Placed cells, one color a class:
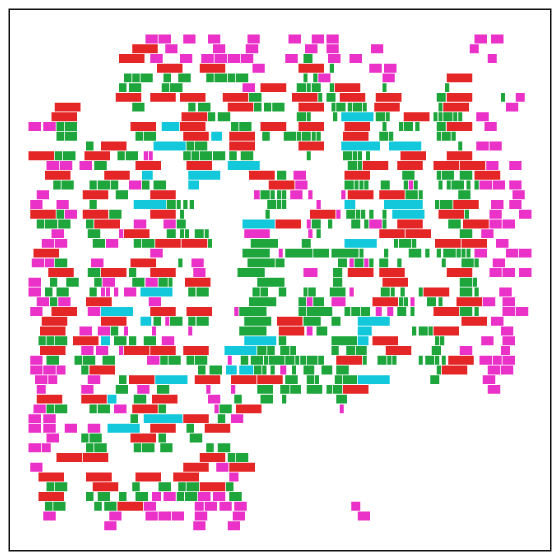
Routing congestion map:
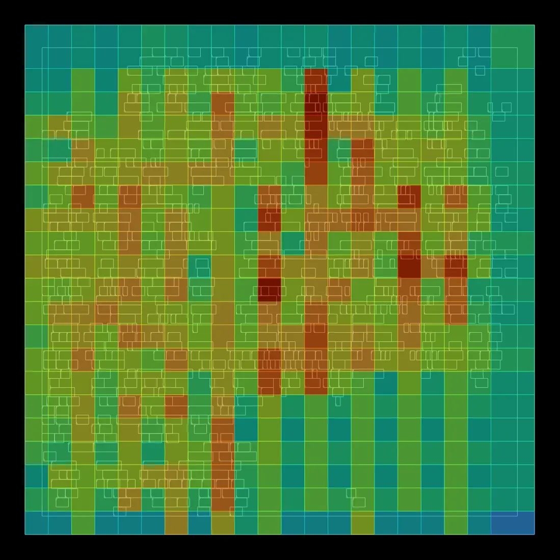
Wiring by layer:
The bar under the picture is 50 um long.
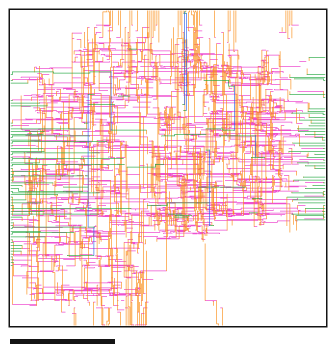
**config.mk**
```make
export PLATFORM = sky130hd
export DESIGN_NAME = parse_field_window_flat
export DESIGN_NICKNAME = d
export VERILOG_FILES = /design/src/rtl/parse_field_pkg.sv /design/src/rtl/axi_stream_inf.sv /design/src/rtl/parse_field_window_cnt.sv /design/src/rtl/parse_field_window.sv /design/src/flat_wrapper.sv
export SDC_FILE = /design/constraint.sdc
export NUM_CORES = 1
export LEC_CHECK = 0
export CORE_MARGIN = 5
export CORE_UTILIZATION = 29
export CTS_CLUSTER_DIAMETER = 120
export DETAILED_ROUTE_END_ITERATION = 6
export GPL_TIMING_DRIVEN = 0
export PLACE_DENSITY = 0.53
export SLEW_MARGIN = 10
export SYNTH_ARGS = -nofsm -noshare
export SYNTH_HDL_FRONTEND = slang
export SYNTH_SLANG_ARGS = --single-unit
```
**constraint.sdc**
```tcl
create_clock -name aclk -period 2.6 [get_ports aclk]
set_input_delay 0.52 -clock aclk [delete_from_list [all_inputs] [get_ports aclk]]
set_output_delay 0.52 -clock aclk [all_outputs]
set_load 0.005 [all_outputs]
```
**src/rtl/parse_field_pkg.sv**
```systemverilog
// parse_field_pkg: shared types and helpers for the parse_field_window block.
//   win_state_e : window tracking state (SKIP before the window, CAPT inside it,
//                 DONE once the window has been fully captured).
//   cnt_width() : width of the per-frame beat counter. It must hold 0..OFFSET+FIELD_LEN.
package parse_field_pkg;

  typedef enum logic [1:0] {
    SKIP = 2'd0,
    CAPT = 2'd1,
    DONE = 2'd2
  } win_state_e;

  function automatic int unsigned cnt_width(input int unsigned offset,
                                            input int unsigned field_len);
    return $clog2(offset + field_len + 1);
  endfunction

endpackage

```
**src/rtl/axi_stream_inf.sv**
```systemverilog
// axi_stream_inf: minimal AXI4-Stream bundle with its own clock and reset.
//   aclk, aresetn : clock and active-low reset shared by both ends
//   tvalid/tready : handshake
//   tdata         : DSIZE-bit beat
//   tkeep         : byte enables, one per 8 bits of tdata
//   tuser, tlast  : sideband and end-of-frame marker
// Modports: slaver (sink side) and master (source side).
interface axi_stream_inf #(
  parameter int unsigned DSIZE = 8
) (
  input logic aclk,
  input logic aresetn
);
  localparam int unsigned KSIZE = (DSIZE + 7) / 8;

  logic             tvalid;
  logic             tready;
  logic [DSIZE-1:0] tdata;
  logic [KSIZE-1:0] tkeep;
  logic             tuser;
  logic             tlast;

  modport slaver (
    input  aclk, aresetn, tvalid, tdata, tkeep, tuser, tlast,
    output tready
  );

  modport master (
    input  aclk, aresetn, tready,
    output tvalid, tdata, tkeep, tuser, tlast
  );

endinterface

```
**src/rtl/parse_field_window_cnt.sv**
```systemverilog
// parse_field_window_cnt: per-frame beat counter, window state and drop decode.
//   clk_i, rst_ni : clock, synchronous active-low reset
//   hs_i          : input handshake (tvalid & tready) this cycle
//   last_i        : tlast of the current input beat
//   bcnt_o        : beats accepted so far in the frame (saturates at OFFSET+FIELD_LEN)
//   win_o         : the current beat lies inside the capture window
//   win_end_o     : the current beat is the final window beat
//   drop_o        : the current beat is consumed locally instead of forwarded
module parse_field_window_cnt
  import parse_field_pkg::*;
#(
  parameter int unsigned OFFSET    = 0,
  parameter int unsigned FIELD_LEN = 16,
  parameter bit          STRIP     = 1'b0,
  parameter int unsigned CW        = cnt_width(OFFSET, FIELD_LEN)
) (
  input  logic          clk_i,
  input  logic          rst_ni,
  input  logic          hs_i,
  input  logic          last_i,
  output logic [CW-1:0] bcnt_o,
  output logic          win_o,
  output logic          win_end_o,
  output logic          drop_o
);

  localparam logic [CW-1:0] Off     = CW'(OFFSET);
  localparam logic [CW-1:0] Total   = CW'(OFFSET + FIELD_LEN);
  localparam logic [CW-1:0] WinEnd  = CW'(OFFSET + FIELD_LEN - 1);
  // With no leading skip the very first beat of a frame is already a window beat.
  localparam win_state_e    StFirst = (OFFSET == 0) ? CAPT : SKIP;

  logic [CW-1:0] bcnt_q, bcnt_d, bcnt_eff;
  win_state_e    state_q, state_d, state_eff;

  // The pass-through path stays live during reset, so decode from the reset
  // values rather than whatever the flops still hold.
  assign bcnt_eff  = rst_ni ? bcnt_q  : '0;
  assign state_eff = rst_ni ? state_q : StFirst;

  always_comb begin
    bcnt_d  = bcnt_q;
    state_d = state_q;
    if (hs_i) begin
      if (last_i) begin
        bcnt_d  = '0;
        state_d = StFirst;
      end else begin
        if (bcnt_q != Total) bcnt_d = bcnt_q + 1'b1;
        case (state_q)
          SKIP:    if (bcnt_q + 1'b1 == Off) state_d = CAPT;
          CAPT:    if (bcnt_q == WinEnd) state_d = DONE;
          default: state_d = state_q;
        endcase
      end
    end
  end

  always_ff @(posedge clk_i) begin
    if (!rst_ni) begin
      bcnt_q  <= '0;
      state_q <= StFirst;
    end else begin
      bcnt_q  <= bcnt_d;
      state_q <= state_d;
    end
  end

  assign bcnt_o    = bcnt_eff;
  assign win_o     = (state_eff == CAPT);
  assign win_end_o = win_o && (bcnt_eff == WinEnd);
  // A window beat carrying tlast is always forwarded so the frame boundary survives.
  assign drop_o    = STRIP && win_o && !last_i;

endmodule

```
**src/rtl/parse_field_window.sv**
```systemverilog
// parse_field_window: captures a FIELD_LEN-beat window starting OFFSET beats into
// each frame of an AXI-Stream, while passing the stream through with zero latency.
//   cm_tb_s   : input stream (slaver); its aclk/aresetn clock and reset the block
//   cm_tb_m   : output stream (master); window beats are removed when STRIP=1
//   value     : captured window, window beat 0 in the MSBs
//   out_valid : value complete and stable; held until the next frame's first beat
//   short_err : one-cycle pulse when a frame ends before its window completes
// Optional feature: define PARSE_FIELD_WINDOW_SHORT_ERR_EN to build the short-frame
// detector; otherwise short_err is tied low.
module parse_field_window
  import parse_field_pkg::*;
#(
  parameter int unsigned DSIZE     = 8,
  parameter int unsigned FIELD_LEN = 16,
  parameter int unsigned OFFSET    = 0,
  parameter bit          STRIP     = 1'b0
) (
  axi_stream_inf.slaver              cm_tb_s,
  axi_stream_inf.master              cm_tb_m,
  output logic [DSIZE*FIELD_LEN-1:0] value,
  output logic                       out_valid,
  output logic                       short_err
);

  localparam int unsigned   CW  = cnt_width(OFFSET, FIELD_LEN);
  localparam logic [CW-1:0] Off = CW'(OFFSET);

  if (cm_tb_s.DSIZE != DSIZE) begin : g_bad_dsize
    $error("parse_field_window: DSIZE %0d differs from cm_tb_s.DSIZE", DSIZE);
  end
  if (FIELD_LEN < 1 || FIELD_LEN > 256) begin : g_bad_len
    $error("parse_field_window: FIELD_LEN %0d outside 1..256", FIELD_LEN);
  end
  if (OFFSET > 255) begin : g_bad_off
    $error("parse_field_window: OFFSET %0d outside 0..255", OFFSET);
  end

  logic          hs;
  logic          win;
  logic          win_end;
  logic          drop;
  logic [CW-1:0] bcnt;

  parse_field_window_cnt #(
    .OFFSET    (OFFSET),
    .FIELD_LEN (FIELD_LEN),
    .STRIP     (STRIP),
    .CW        (CW)
  ) u_cnt (
    .clk_i     (cm_tb_s.aclk),
    .rst_ni    (cm_tb_s.aresetn),
    .hs_i      (hs),
    .last_i    (cm_tb_s.tlast),
    .bcnt_o    (bcnt),
    .win_o     (win),
    .win_end_o (win_end),
    .drop_o    (drop)
  );

  // Combinational pass-through; a dropped beat is accepted here and never shown
  // downstream.
  assign cm_tb_m.tdata  = cm_tb_s.tdata;
  assign cm_tb_m.tkeep  = cm_tb_s.tkeep;
  assign cm_tb_m.tuser  = cm_tb_s.tuser;
  assign cm_tb_m.tlast  = cm_tb_s.tlast;
  assign cm_tb_m.tvalid = cm_tb_s.tvalid & ~drop;
  assign cm_tb_s.tready = drop | cm_tb_m.tready;

  assign hs = cm_tb_s.tvalid & cm_tb_s.tready;

  logic [FIELD_LEN-1:0][DSIZE-1:0] value_q, value_d;
  logic                            out_valid_q, out_valid_d;
  logic [CW-1:0]                   slot;

  assign slot = bcnt - Off;

  // Slot 0 of the window sits in the top element so it lands in the MSBs.
  always_comb begin
    value_d = value_q;
    if (hs && win) begin
      for (int unsigned i = 0; i < FIELD_LEN; i++) begin
        if (slot == CW'(i)) value_d[FIELD_LEN-1-i] = cm_tb_s.tdata;
      end
    end
  end

  // Completion wins over the clear so a one-beat window at the frame start still
  // reports valid.
  always_comb begin
    out_valid_d = out_valid_q;
    if (hs && win_end) begin
      out_valid_d = 1'b1;
    end else if (hs && (bcnt == '0)) begin
      out_valid_d = 1'b0;
    end
  end

  always_ff @(posedge cm_tb_s.aclk) begin
    if (!cm_tb_s.aresetn) begin
      value_q     <= '0;
      out_valid_q <= 1'b0;
    end else begin
      value_q     <= value_d;
      out_valid_q <= out_valid_d;
    end
  end

  assign value     = value_q;
  assign out_valid = out_valid_q;

`ifdef PARSE_FIELD_WINDOW_SHORT_ERR_EN
  localparam logic [CW-1:0] WinEnd = CW'(OFFSET + FIELD_LEN - 1);

  logic short_err_q, short_err_d;

  // A tlast below the final window index means the window can no longer complete.
  assign short_err_d = hs && cm_tb_s.tlast && (bcnt < WinEnd);

  always_ff @(posedge cm_tb_s.aclk) begin
    if (!cm_tb_s.aresetn) begin
      short_err_q <= 1'b0;
    end else begin
      short_err_q <= short_err_d;
    end
  end

  assign short_err = short_err_q;
`else
  assign short_err = 1'b0;
`endif

endmodule

```
**src/flat_wrapper.sv**
```systemverilog
// flat-port wrapper written by rule: the top's interface ports become plain ports
module parse_field_window_flat import parse_field_pkg::*;
#(
  parameter int unsigned DSIZE     = 8,
  parameter int unsigned FIELD_LEN = 16,
  parameter int unsigned OFFSET    = 0,
  parameter bit          STRIP     = 1'b0
)
  (value, out_valid, short_err, aclk, aresetn, cm_tb_s_tvalid, cm_tb_s_tdata, cm_tb_s_tkeep, cm_tb_s_tuser, cm_tb_s_tlast, cm_tb_s_tready, cm_tb_m_tready, cm_tb_m_tvalid, cm_tb_m_tdata, cm_tb_m_tkeep, cm_tb_m_tuser, cm_tb_m_tlast);
  axi_stream_inf #(.DSIZE(DSIZE)) cm_tb_s_i (.aclk(aclk), .aresetn(aresetn));
  axi_stream_inf #(.DSIZE(DSIZE)) cm_tb_m_i (.aclk(aclk), .aresetn(aresetn));
  output logic [DSIZE*FIELD_LEN-1:0] value;
  output logic out_valid;
  output logic short_err;
  input wire logic aclk;
  input wire logic aresetn;
  input wire logic [$bits(cm_tb_s_i.tvalid)-1:0] cm_tb_s_tvalid;
  input wire logic [$bits(cm_tb_s_i.tdata)-1:0] cm_tb_s_tdata;
  input wire logic [$bits(cm_tb_s_i.tkeep)-1:0] cm_tb_s_tkeep;
  input wire logic [$bits(cm_tb_s_i.tuser)-1:0] cm_tb_s_tuser;
  input wire logic [$bits(cm_tb_s_i.tlast)-1:0] cm_tb_s_tlast;
  output wire logic [$bits(cm_tb_s_i.tready)-1:0] cm_tb_s_tready;
  input wire logic [$bits(cm_tb_m_i.tready)-1:0] cm_tb_m_tready;
  output wire logic [$bits(cm_tb_m_i.tvalid)-1:0] cm_tb_m_tvalid;
  output wire logic [$bits(cm_tb_m_i.tdata)-1:0] cm_tb_m_tdata;
  output wire logic [$bits(cm_tb_m_i.tkeep)-1:0] cm_tb_m_tkeep;
  output wire logic [$bits(cm_tb_m_i.tuser)-1:0] cm_tb_m_tuser;
  output wire logic [$bits(cm_tb_m_i.tlast)-1:0] cm_tb_m_tlast;
  assign cm_tb_s_i.tvalid = cm_tb_s_tvalid;
  assign cm_tb_s_i.tdata = cm_tb_s_tdata;
  assign cm_tb_s_i.tkeep = cm_tb_s_tkeep;
  assign cm_tb_s_i.tuser = cm_tb_s_tuser;
  assign cm_tb_s_i.tlast = cm_tb_s_tlast;
  assign cm_tb_s_tready = cm_tb_s_i.tready;
  assign cm_tb_m_i.tready = cm_tb_m_tready;
  assign cm_tb_m_tvalid = cm_tb_m_i.tvalid;
  assign cm_tb_m_tdata = cm_tb_m_i.tdata;
  assign cm_tb_m_tkeep = cm_tb_m_i.tkeep;
  assign cm_tb_m_tuser = cm_tb_m_i.tuser;
  assign cm_tb_m_tlast = cm_tb_m_i.tlast;
  parse_field_window #(.DSIZE(DSIZE), .FIELD_LEN(FIELD_LEN), .OFFSET(OFFSET), .STRIP(STRIP)) u_core (.cm_tb_s(cm_tb_s_i), .cm_tb_m(cm_tb_m_i), .value(value), .out_valid(out_valid), .short_err(short_err));
endmodule
```
==> results.py <==
# Auto-generated metrics
metrics = {
    "run_status": {
        "status": "complete, no violations",
    },
    "critical_path": {
        "crit_required_ns": 2.08,
        "path_class": "input port to output pin",
        "critPathMaxFanout": 7,
        "cp_cell_sequence": "clkdlybuf4s50_1, buf_4, clkdlybuf4s50_1",
        "cpMostUsedCell": "clkdlybuf4s50_1",
        "cp_slowest_cell": "clkdlybuf4s50_1",
        "start_kind": "input port",
        "crit_buf_inv": 3,
        "critPathTopFamily": "buffers and inverters",
    },
    "clock_network": {
        "clk_latency_ns": 0.42,
        "post_cts_buffers": 0,
        "clockBufferDepth": 2,
        "postCtsHoldBufs": 0,
        "cts_buffers": 17,
        "clkTransAtPathRegs_ns": 0.06,
        "clock-sinks": 136,
        "post_cts_resized": 0,
        "cts_root_buf": "clkbuf_16",
    },
    "power": {
        "power_density_nw_per_um2": 598.3,
        "ir_drop_mv": 0.4464,
        "power.total_uw": 4935,
        "pwr-share-clk_pct": 51.8,
        "power_leader": "clock",
        "leakagePower_uw": 0.002769,
        "p_comb_uw": 279,
        "powerSeq_uw": 2100,
        "power_frac_comb_pct": 5.6,
        "swShare_pct": 23.48,
        "p_clk_uw": 2560,
        "power.share.sequential_pct": 42.5,
    },
    "cells_and_area": {
        "layout_top_cell": "clkdlybuf4s50_1",
        "syn2layout_area_growth_pct": 43.29,
        "fill_cells": 1937,
        "drive_gt1_share_pct": 10.24,
        "layout.cells.non_filler": 1017,
        "diodes": 0,
        "final_cell_mix": "clkdlybuf4s50_1, dfxtp_1, nand2_1",
    },
    "yosys": {
        "yosysCellCount": 567,
        "common_cells": "dfxtp_1, nand2_1, mux2i_1, nor2b_1, a21boi_0",
        "syn_inst": 567,
        "async_flop_share_pct": 0,
        "topCellsByArea": "dfxtp_1, mux2i_1, nor2b_1, nand2_1, a21boi_0",
        "ys_area_um2": 5757,
        "synth_area_leader_cell": "dfxtp_1",
        "postSynthSeqShare_pct": 47.29,
        "synth-edff-count": 0,
        "ys.warnings.count": 0,
        "synthDistinctLibCells": 47,
        "dominantRegCellSynth": "dfxtp_1",
        "syn_area_per_cell_um2": 10.15,
        "syn-cell-area_um2": 5757,
        "netlist.area_leader.share_pct": 47.29,
        "syn_nets": 585,
    },
    "place": {
        "place_area_um2": 7620,
        "finalWeightedCongestion": 0.7661,
        "dp_slack_ns": -0.4136,
        "portBuffers": 153,
        "hpwl_um": 12560,
    },
    "grt": {
        "grt_antenna_before_repair": 0,
        "grt_max_degree": 17,
        "overflow": 0,
    },
    "timing": {
        "rsz0062_at_grt": "false",
        "finClkSkew_ns": 0.008285,
        "setup_slack_ns": 0.2200,
        "hold_violations": 0,
        "fmax_mhz": 420.2,
        "tightestPinTransition_ns": 0.8899,
        "period_minus_slack_ns": 2.380,
        "report.final.slew_viol_count": 0,
        "whs_ns": 0.4602,
        "max-slew-margin-rel_pct": 40.23,
        "setup-violations-final": 0,
    },
    "drt": {
        "ant_nets": 0,
        "wl_met1_um": 7862,
        "wl_met2_um": 7798,
        "drtIter0Drc": 184,
        "drt_pre_antenna_iters": 4,
        "wl_met3_um": 1573,
        "drcViolationCount": 0,
        "routed.top_layer": "met4",
    },
    "flow_run": {
        "maxCapViolations": 0,
        "warnings": 27,
    },
    "die": {
        "ios": 158,
        "fp_util_pct": 29.48,
        "dieHeight_um": 150.9,
    },
    "min_path": {
        "hold_path_class": "register to register",
    },
}
About 'placed cells, one color a class':
class	color	cells	share of their area
flops	red	136	34%
clock drivers and dummy loads	cyan	32	7.9%
other buffers and delay cells	magenta	205	23%
all other logic	green	379	35%
Final Util: 42.25%
flop share of the area: 33.00%
Finished Cell Area: 8249 um2
Rows: 51
core footprint: 19,530 um2

About 'routing congestion map':
global routing met1 resource utilization: 19.70%
drt wl/cell: 17.20 um
M3 GR Usage: 6.822%
met2 Use GR: 23.98%

About 'wiring by layer':
layer	color	wire length
met2	orange	7,800 um
met1	magenta	7,860 um
met4	blue	263 um
met3	green	1,570 um
routed vias: 4,510
DRT Wirelength: 17,500 um
GRT Util Overall: 15.51%

logic make-up (layout without fill, tap and decap cells):
family | count (synthesis) | after routing | share of synthesized area (%)
muxes | 92 | 92 | 16.02
AOI/OAI and AO/OA | 51 | 51 | 6.846
and+or+nand+nor | 228 | 228 | 23.82
DFF | 136 | 136 | 47.29
adders and majority gates | 3 | 3 | 0.6521
buffers and inverters | 55 | 240 | 5.151
other | 1 | 1 | 0.06514
xor gates and xnor gates | 1 | 1 | 0.1522
state kept, by name, summed over array words and instances, names as in the netlist:
register	flops
u_core.u_cnt.bcnt_q	5
u_core.value	128
u_core.u_cnt.state_q	2
u_core.out_valid	1
area by class of cell:
| cell class | instances | area, um2 | area share [%] |
|---|---|---|---|
| Multi-Input combinational cell | 376 | 2738 | 33.19 |
| Sequential cell | 136 | 2723 | 33.00 |
| Timing Repair Buffer | 153 | 1531 | 18.57 |
| Clock buffer | 18 | 439.2 | 5.324 |
| Tap cell | 265 | 331.6 | 4.019 |
| Buffer | 52 | 286.5 | 3.473 |
| Clock inverter | 14 | 188.9 | 2.290 |
| Inverter | 3 | 11.26 | 0.1365 |
worst paths after layout:
| kind | from | end | slack [ns] | cells past startpoint |
|---|---|---|---|---|
| min reg2reg | u_core.value[38]$_SDFFE_PN0P_ | u_core.value[38]$_SDFFE_PN0P_ | 0.46 | 2 |
| max reg2reg | u_core.u_cnt.bcnt_q[3]$_SDFFE_PN0P_ | u_core.value[55]$_SDFFE_PN0P_ | 0.49 | 5 |
| min | u_core.value[38]$_SDFFE_PN0P_ | u_core.value[38]$_SDFFE_PN0P_ | 0.46 | 2 |
| max | cm_tb_s_tdata[5] | cm_tb_m_tdata[5] | 0.22 | 3 |
Power and IR drop assume default switching activity.
